--- config.mk ---
export PLATFORM = sky130hd
export DESIGN_NAME = abus_arbiter
export DESIGN_NICKNAME = d
export VERILOG_FILES = /design/src/rtl/abus_pkg.sv /design/src/rtl/abus_arbiter_rr_picker.sv /design/src/rtl/abus_arbiter.sv
export SDC_FILE = /design/constraint.sdc
export NUM_CORES = 1
export LEC_CHECK = 0
export CAP_MARGIN = 30
export CORE_MARGIN = 2
export CORE_UTILIZATION = 39
export DETAILED_ROUTE_END_ITERATION = 6
export HOLD_SLACK_MARGIN = 0.03
export PLACE_DENSITY_LB_ADDON = 0.08
export SETUP_SLACK_MARGIN = 0.5
export SYNTH_ARGS = -nofsm -noshare
export SYNTH_HDL_FRONTEND = slang
export SYNTH_SLANG_ARGS = --single-unit
--- constraint.sdc ---
create_clock -name clk -period 5.1 [get_ports clk]
set_clock_uncertainty 0.1 [all_clocks]
set_input_delay 0.765 -clock clk [delete_from_list [all_inputs] [get_ports clk]]
set_output_delay 0.765 -clock clk [all_outputs]
set_load 0.05 [all_outputs]
--- src/rtl/abus_pkg.sv ---
// abus_pkg: A-bus source codes and arbiter state encoding shared by the arbiter files.
package abus_pkg;
    localparam logic [2:0] SRC_NONE = 3'd0;
    localparam logic [2:0] SRC_PC   = 3'd1;
    localparam logic [2:0] SRC_DR   = 3'd2;
    localparam logic [2:0] SRC_R1   = 3'd3;
    localparam logic [2:0] SRC_R2   = 3'd4;
    localparam logic [2:0] SRC_R3   = 3'd5;
    localparam logic [2:0] SRC_R4   = 3'd6;
    localparam logic [2:0] SRC_R5   = 3'd7;
    typedef enum logic {IDLE, GRANT} state_t;
endpackage

--- src/rtl/abus_arbiter_rr_picker.sv ---
// rr_picker: combinational round-robin encoder picking the first eligible index after last_ptr.
//   elig     : eligible requesters
//   last_ptr : index of the previous winner
//   valid    : some requester is eligible
//   win      : chosen index (wraps modulo NREQ)
module rr_picker import abus_pkg::*; #(
    parameter int NREQ = 3,
    parameter int W    = $clog2(NREQ)
) (
    input  logic [NREQ-1:0] elig,
    input  logic [W-1:0]    last_ptr,
    output logic            valid,
    output logic [W-1:0]    win
);
    logic [W-1:0] idx;
    // Scan from the farthest offset down so the nearest eligible index wins.
    always_comb begin
        valid = 1'b0;
        win = '0;
        idx = '0;
        for (int k = NREQ; k >= 1; k--) begin
            idx = W'((int'(last_ptr) + k) % NREQ);
            if (elig[idx]) begin
                valid = 1'b1;
                win = idx;
            end
        end
    end
endmodule

--- src/rtl/abus_arbiter.sv ---
// abus_arbiter: round-robin A-bus arbiter that latches the winner's source code onto a_flag.
//   clk, rst_n : clock, synchronous active-low reset
//   req        : per-requester level request
//   src_sel    : per-requester 3-bit source code, requester i at [3i+2:3i]
//   gnt        : registered one-hot grant
//   a_flag     : registered A-bus source select, 0 when released
//   busy       : a grant is active
//   timeout    : forced-release pulse, only with ABUS_ARB_TIMEOUT_EN defined
module abus_arbiter import abus_pkg::*; #(
    parameter int NREQ     = 3,
    parameter int MAX_HOLD = 16
) (
    input  logic                 clk,
    input  logic                 rst_n,
    input  logic [NREQ-1:0]      req,
    input  logic [3*NREQ-1:0]    src_sel,
    output logic [NREQ-1:0]      gnt,
    output logic [2:0]           a_flag,
    output logic                 busy
`ifdef ABUS_ARB_TIMEOUT_EN
    ,
    output logic [NREQ-1:0]      timeout
`endif
);
    localparam int W = $clog2(NREQ);
    if (NREQ < 2 || NREQ > 8 || MAX_HOLD < 2) begin : g_bad_param
        $error("abus_arbiter: NREQ must be 2..8 and MAX_HOLD at least 2");
    end
    state_t          state_q, state_d;
    logic [NREQ-1:0] gnt_q, gnt_d;
    logic [2:0]      a_flag_q, a_flag_d;
    logic [W-1:0]    last_q, last_d;
    logic [2:0]      code [NREQ];
    logic [NREQ-1:0] elig, mask;
    logic            pick_valid, hold_exp;
    logic [W-1:0]    pick_win;
    for (genvar i = 0; i < NREQ; i++) begin : g_req
        assign code[i] = src_sel[3*i +: 3];
        assign elig[i] = req[i] & (code[i] != SRC_NONE) & ~mask[i];
    end
    rr_picker #(.NREQ(NREQ), .W(W)) u_pick (
        .elig(elig),
        .last_ptr(last_q),
        .valid(pick_valid),
        .win(pick_win)
    );
`ifdef ABUS_ARB_TIMEOUT_EN
    localparam int CW = $clog2(MAX_HOLD);
    logic [CW-1:0]   cnt_q, cnt_d;
    logic [NREQ-1:0] mask_q, mask_d, tmo_q, tmo_d;
    assign hold_exp = cnt_q == CW'(MAX_HOLD - 1);
    assign mask = mask_q;
    assign timeout = tmo_q;
    // The counter sits at 0 in IDLE, so each grant starts counting from zero.
    always_comb begin
        cnt_d = state_q == IDLE ? '0 : cnt_q + 1'b1;
        tmo_d = (state_q == GRANT && req[last_q] && hold_exp) ? gnt_q : '0;
        mask_d = (mask_q & req) | tmo_d;
    end
    always_ff @(posedge clk) begin
        if (!rst_n) begin
            cnt_q <= '0;
            mask_q <= '0;
            tmo_q <= '0;
        end else begin
            cnt_q <= cnt_d;
            mask_q <= mask_d;
            tmo_q <= tmo_d;
        end
    end
`else
    assign hold_exp = 1'b0;
    assign mask = '0;
`endif
    // last_q doubles as the current winner while in GRANT.
    always_comb begin
        state_d = state_q;
        gnt_d = gnt_q;
        a_flag_d = a_flag_q;
        last_d = last_q;
        if (state_q == IDLE) begin
            if (pick_valid) begin
                state_d = GRANT;
                gnt_d = NREQ'(1) << pick_win;
                a_flag_d = code[pick_win];
                last_d = pick_win;
            end
        end else if (!req[last_q] || hold_exp) begin
            state_d = IDLE;
            gnt_d = '0;
            a_flag_d = SRC_NONE;
        end
    end
    always_ff @(posedge clk) begin
        if (!rst_n) begin
            state_q <= IDLE;
            gnt_q <= '0;
            a_flag_q <= SRC_NONE;
            last_q <= W'(NREQ - 1);
        end else begin
            state_q <= state_d;
            gnt_q <= gnt_d;
            a_flag_q <= a_flag_d;
            last_q <= last_d;
        end
    end
    assign gnt = gnt_q;
    assign a_flag = a_flag_q;
    assign busy = state_q == GRANT;
endmodule

Run 1, routing congestion:
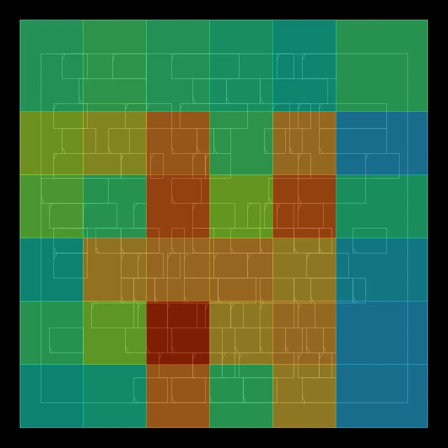
GR Util met3: 7.755%
overall fraction of global-route tracks in use: 17.94%

Run 1, clock distribution:
Bar = 10 um.
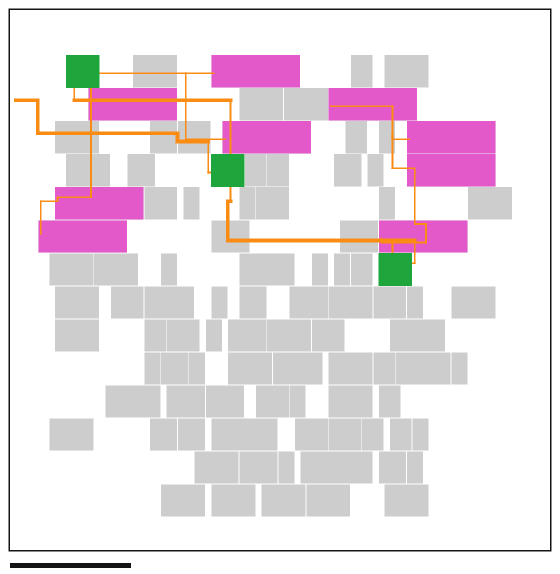
[clock drivers] green | count: 3
[flip-flops] magenta | count: 9
[clock wires] orange | length: 135 um
routed clock nets: 4

Run 1, pin map:
Pins as bars across the die edge, other pins in gray.
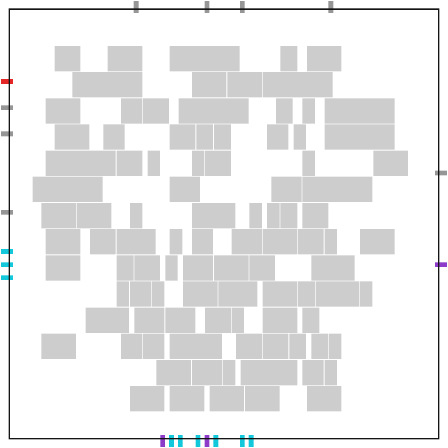
[`src_sel`] cyan | pins: 9 | direction: input | edge: 6 south, 3 west
[`clk`] red | pins: 1 | direction: input | edge: west
[`req`] purple | pins: 3 | direction: input | edge: 2 south, 1 east

==> flow.log, run 1 <==
[report] extracting results
INFO  metric cp-start-kind = input port
INFO  metric synth-cells-yosys = 76
INFO  metric finalPower = 0.3811 mW
INFO  metric final_min_period_over_clock_period = 54.13%
INFO  metric drive_above_1_share = 9.278%
INFO  metric outcome = finished, final reports clean
INFO  metric netlist_area = 639.4 um2
INFO  metric final-clk-cell-share = 3.017%
INFO  metric timing.setup.tns = 0 ns
INFO  metric core_area = 1524 um2
INFO  metric floorplan.tapcells = 16
INFO  metric ant_nets = 0
INFO  metric hold_ws = 0.3657 ns
INFO  metric global_routing_usage_on_met1 = 23.33%
INFO  metric residual_overflow_from_global_routing = 0
INFO  metric pwr.group.sequential = 0.103 mW
INFO  metric hold-path-cell-count = 2
INFO  metric remaining_drc_errors = 0
INFO  metric clock_tree.htree_level_count = 1
INFO  metric worstSetupStartpoint = src_sel[3]
INFO  metric fin_cells = 113
INFO  metric maxPowerGroup = combinational cells
INFO  metric seq_share = 20.69%
INFO  metric crit_path_top_delay_cell = sky130_fd_sc_hd__o31ai_1
INFO  metric grt_pass1_vias = 607
INFO  metric crit_path_max_incr_delay = 0.56 ns
INFO  metric hp-class = reg2reg
INFO  metric synth_area_per_cell = 8.413 um2
INFO  metric worst_pin_slew = 0.6087 ns
INFO  metric layout.area.comb = 425.4 um2
INFO  metric critical_path_class = in2reg
INFO  metric synth.ff_latch_count = 9
INFO  metric placementRows = 14
INFO  metric reg2reg_from = last_q[0]$_SDFFE_PN0P_
INFO  metric timing.hold.worst.start = gnt[0]$_SDFFE_PN0P_
INFO  metric die.size.x = 44.49 um
INFO  metric clk-power = 0.0547 mW
INFO  metric holdPathEnd = gnt[0]$_SDFFE_PN0P_
INFO  metric area.sequential = 180.2 um2
INFO  metric synth_warnings = 0
INFO  metric power.combinational.total = 0.224 mW
INFO  metric stage_log_warnings = 27
INFO  metric clk_path_buf_depth = 2
INFO  metric finalWeightedCongestion = 0.8502
INFO  metric met2_demand_to_capacity_share_in_global_routing = 26.38%
INFO  metric cts_resized = 0
INFO  metric crit_fanout = 14
INFO  metric rsz0062_at_grt = false
INFO  metric n_antenna_cell = 0
INFO  metric cts-root-buf = sky130_fd_sc_hd__clkbuf_4
INFO  metric cts_inserted_buffers = 3
INFO  metric power_density = 437.7 nW/um2
INFO  metric routed_wirelength = 1600 um
INFO  metric cts_tree = yes
INFO  metric grt.busiest_layer = met2
INFO  metric power.static_leakage = 0.3422 nW
INFO  metric utilization = 57.14%
INFO  metric fill_cells = 142
INFO  metric final_layout_non_clock_buffer_area_share = 22.99%
INFO  metric p_clk_share = 14.4%
INFO  metric dp.final_hpwl = 1227 um
INFO  metric fin_area = 870.8 um2
INFO  metric largest_net_degree_at_the_start_of_global_routing = 15
run 1: flip-flops by register name, indices dropped and copies added (netlist names):
signal / flops
last_q: 2
gnt: 3
a_flag: 3
busy: 1
run 1: synthesized netlist by cell type, drive strengths merged:
cell type	number	area, um2
a21boi	1	7.510
a22o	1	8.760
o41ai	2	25.03
or2	1	6.260
nand2	6	22.52
nand4	2	12.51
nor3b	1	7.510
o31a	1	8.760
nor2b	1	6.260
o21a	1	7.510
o31ai	3	27.52
a211oi	2	20.02
a21oi	5	25.02
o311ai	1	8.760
ha	2	25.02
inv	5	18.77
a221oi	3	26.28
and3	2	12.51
or3	2	17.52
mux2i	3	30.03
o211ai	2	15.01
a2111o	1	11.26
dfxtp	9	180.2
o211a	1	10.01
nor4b	1	15.01
a31oi	1	6.260
buf	3	15.02
nor2	6	22.52
nand3b	2	15.01
nand3	5	25.02
run 1: worst max path at each step:
| stage | to | slack, ns | cells past startpoint |
|---|---|---|---|
| after floorplan | a_flag[1]$_SDFFE_PN0P_ | 2.81 | 6 |
| after global placement | a_flag[2]$_SDFFE_PN0P_ | 2.14 | 7 |
| after detailed placement | a_flag[0]$_SDFFE_PN0P_ | 2.10 | 7 |
| after CTS | a_flag[0]$_SDFFE_PN0P_ | 2.36 | 6 |
| after global routing | a_flag[0]$_SDFFE_PN0P_ | 2.17 | 7 |
| final | a_flag[0]$_SDFFE_PN0P_ | 2.34 | 7 |
run 1: cell families (layout without fill, tap and decap cells):
kind of cell	Yosys count	after routing	synth area share, %
flip-flops	9	9	28.18
multiplexers	3	3	4.697
adder cells (fa/ha/maj)	2	2	3.913
buffers and inverters	8	29	5.285
AND-OR/OR-AND	25	25	32.49
AND/OR/NAND/NOR	29	29	25.44
Run 1, signal wires by layer:
Bar = 10 um.
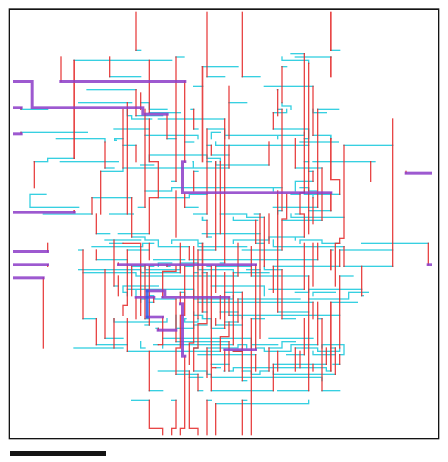

## Run 2: what changed since run 1
==> constraint.sdc (replaced) <==
create_clock -name clk -period 2.5 [get_ports clk]
set_clock_uncertainty 0.1 [all_clocks]
set_input_delay 0.375 -clock clk [delete_from_list [all_inputs] [get_ports clk]]
set_output_delay 0.375 -clock clk [all_outputs]
set_load 0.05 [all_outputs]
Run 2, signal wires by layer:
Bar = 10 um.
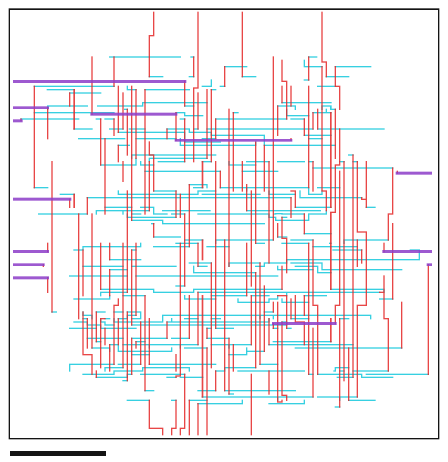
[metal 3] purple | wire length: 73.1 um
[metal 1] cyan | wire length: 879 um
[metal 2] red | wire length: 963 um

Run 2, pin map:
Pins as bars across the die edge, other pins in gray.
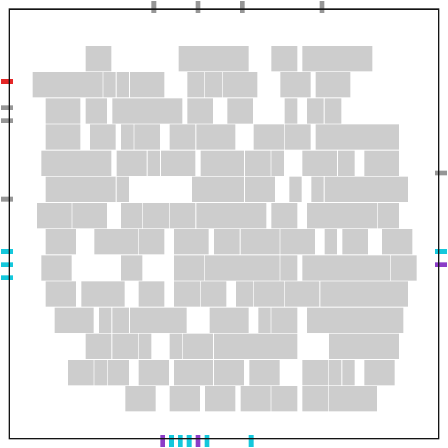
[`req`] purple | pins: 3 | direction: input | edge: 2 south, 1 east
[`clk`] red | pins: 1 | direction: input | edge: west
[`src_sel`] cyan | pins: 9 | direction: input | edge: 5 south, 3 west, 1 east

==> flow.log, run 2 <==
[report] extracting results
INFO  metric synth_area_per_cell = 8.413 um2 (unchanged)
INFO  metric netlist_area = 639.4 um2 (unchanged)
INFO  metric final_min_period_over_clock_period = 81.57%
INFO  metric final-clk-cell-share = 2.313% (-0.70 points)
INFO  metric yosys.area_share.adder = 3.914% (unchanged)
INFO  metric xor_share = 0% (unchanged)
INFO  metric finalNetCount = 132
INFO  metric crit_path_top_delay_cell = sky130_fd_sc_hd__or3_4
INFO  metric die.size.x = 44.49 um (unchanged)
INFO  metric crit_fanout = 4 (-10)
INFO  metric cp-start-kind = flip-flop
INFO  metric grt_pass1_vias = 688 (+13%)
INFO  metric grt_use_total = 21.59% (+3.7 points)
INFO  metric synthMuxAreaShare = 4.697% (unchanged)
INFO  metric fin_area = 1136 um2 (+30%)
INFO  metric reg2reg_from = last_q[0]$_SDFFE_PN0P_
INFO  metric timing.hold.worst.start = gnt[0]$_SDFFE_PN0P_
INFO  metric hp-class = reg2reg
INFO  metric power.static_leakage = 0.4827 nW (+41%)
INFO  metric synth_warnings = 0 (unchanged)
INFO  metric finalWeightedCongestion = 0.7799 (-8.3%)
INFO  metric outcome = finished, final reports clean
INFO  metric synthDominantAreaCellType = sky130_fd_sc_hd__dfxtp_1
INFO  metric clk_path_buf_depth = 2 (unchanged)
INFO  metric final_layout_non_clock_buffer_area_share = 31.06% (+8.1 points)
INFO  metric power_density = 876.7 nW/um2 (+100%)
INFO  metric top_cell_area_share = 28.18% (unchanged)
INFO  metric area.sequential = 187.7 um2 (+4.2%)
INFO  metric crit_path_max_incr_delay = 0.40 ns (-0.16 ns)
INFO  metric cts_tree = yes
INFO  metric utilization = 74.55% (+17 points)
INFO  metric cpLargestDelayFamily = simple AND/OR/NAND/NOR gates
INFO  metric seq_share = 16.52% (-4.2 points)
INFO  metric post_synthesis_cell_type_with_the_largest_instance_count = sky130_fd_sc_hd__dfxtp_1
INFO  metric fill_cells = 120 (-15%)
INFO  metric worst_pin_slew = 0.6065 ns (-0.002277 ns)
INFO  metric finalPower = 0.9960 mW (+160%)
INFO  metric n_antenna_cell = 0 (unchanged)
INFO  metric synth.ff_latch_count = 9 (unchanged)
INFO  metric largest_net_degree_at_the_start_of_global_routing = 14 (-1)
INFO  metric core_area = 1524 um2 (unchanged)
INFO  metric cts_inserted_buffers = 3 (unchanged)
INFO  metric post_synth_most_frequent_cells = 9 x sky130_fd_sc_hd__dfxtp_1, 6 x sky130_fd_sc_hd__nand2_1, 6 x sky130_fd_sc_hd__nor2_1
INFO  metric hold_ws = 0.3639 ns (-0.001862 ns)
INFO  metric synth-compound-area-share = 32.49% (unchanged)
INFO  metric drive_above_1_share = 35.65% (+26 points)
INFO  metric fin_cells = 131 (+16%)
INFO  metric synth-async-reset-ratio = 0% (unchanged)
INFO  metric clock_tree.htree_level_count = 1 (unchanged)
INFO  metric placementRows = 14 (unchanged)
INFO  metric critical_path_class = reg2reg
INFO  metric hold-path-cell-count = 2 (unchanged)
INFO  metric floorplan.tapcells = 16 (unchanged)
INFO  metric layout.area.comb = 528.0 um2 (+24%)
INFO  metric holdPathEnd = gnt[0]$_SDFFE_PN0P_
INFO  metric area_leaders = sky130_fd_sc_hd__dfxtp_1 28%, sky130_fd_sc_hd__mux2i_1 4.7%, sky130_fd_sc_hd__a221oi_1 4.1%
INFO  metric synthTopLogicFamily = AND-OR/OR-AND gates
INFO  metric dp.final_hpwl = 1347 um (+9.7%)
INFO  metric remaining_drc_errors = 0 (unchanged)
INFO  metric synth-cells-yosys = 76 (unchanged)
INFO  metric synth-edff-count = 0 (unchanged)
INFO  metric rsz0062_at_grt = true
INFO  metric stage_log_warnings = 29 (+7.4%)
INFO  metric residual_overflow_from_global_routing = 0 (unchanged)
INFO  metric synth_top_flop_cell = sky130_fd_sc_hd__dfxtp_1
==> run 2: cell counts after synthesis <==
No cell type changed its count.
==> run 2: power by group <==
part           switching (mW)  internal [mW]  total (mW)
clock                  0.0494         0.0614       0.111
combinational           0.337          0.328       0.664
sequential             0.0347          0.186       0.221
total                   0.421          0.575       0.996
==> run 2: metal layers <==
layer	track usage (%)	vias up
li1	-	374
met1	26.91	345
met2	36.23	16
met3	6.531	0
met4	4.848	0
met5	0	-
==> run 2: timing repair <==
| item | CTS | global route |
|---|---|---|
| endpoints found under the setup margin | 8 | 7 |
| cloned | 0 | 0 |
| gates resized | 27 | 4 |
| setup buffers | 4 | 2 |
| hold buffers | 0 | 0 |
| pin swaps | 8 | 5 |
==> run 2: kinds of logic (layout without fill, tap and decap cells) <==
group / count (synthesis) / after routing
AND-OR/OR-AND: 25 / 25
adder cells (fa/ha/maj): 2 / 2
buffers and inverters: 8 / 47
flip-flops: 9 / 9
multiplexers: 3 / 3
AND/OR/NAND/NOR: 29 / 29
==> run 2: worst max path at each step <==
stage / endpoint / depth (start not counted) / slack [ns] / start
CTS: a_flag[1]$_SDFFE_PN0P_ / 8 / 0.47 / last_q[0]$_SDFFE_PN0P_
global route: a_flag[0]$_SDFFE_PN0P_ / 8 / 0.36 / last_q[0]$_SDFFE_PN0P_
global placement: a_flag[1]$_SDFFE_PN0P_ / 7 / 0.01 / src_sel[5]
finish: a_flag[1]$_SDFFE_PN0P_ / 8 / 0.46 / last_q[0]$_SDFFE_PN0P_
detailed placement: a_flag[1]$_SDFFE_PN0P_ / 7 / -0.02 / src_sel[5]
floorplan: a_flag[1]$_SDFFE_PN0P_ / 9 / 0.50 / last_q[0]$_SDFFE_PN0P_
No activity file was given, so power comes from the tool's default toggle rates.
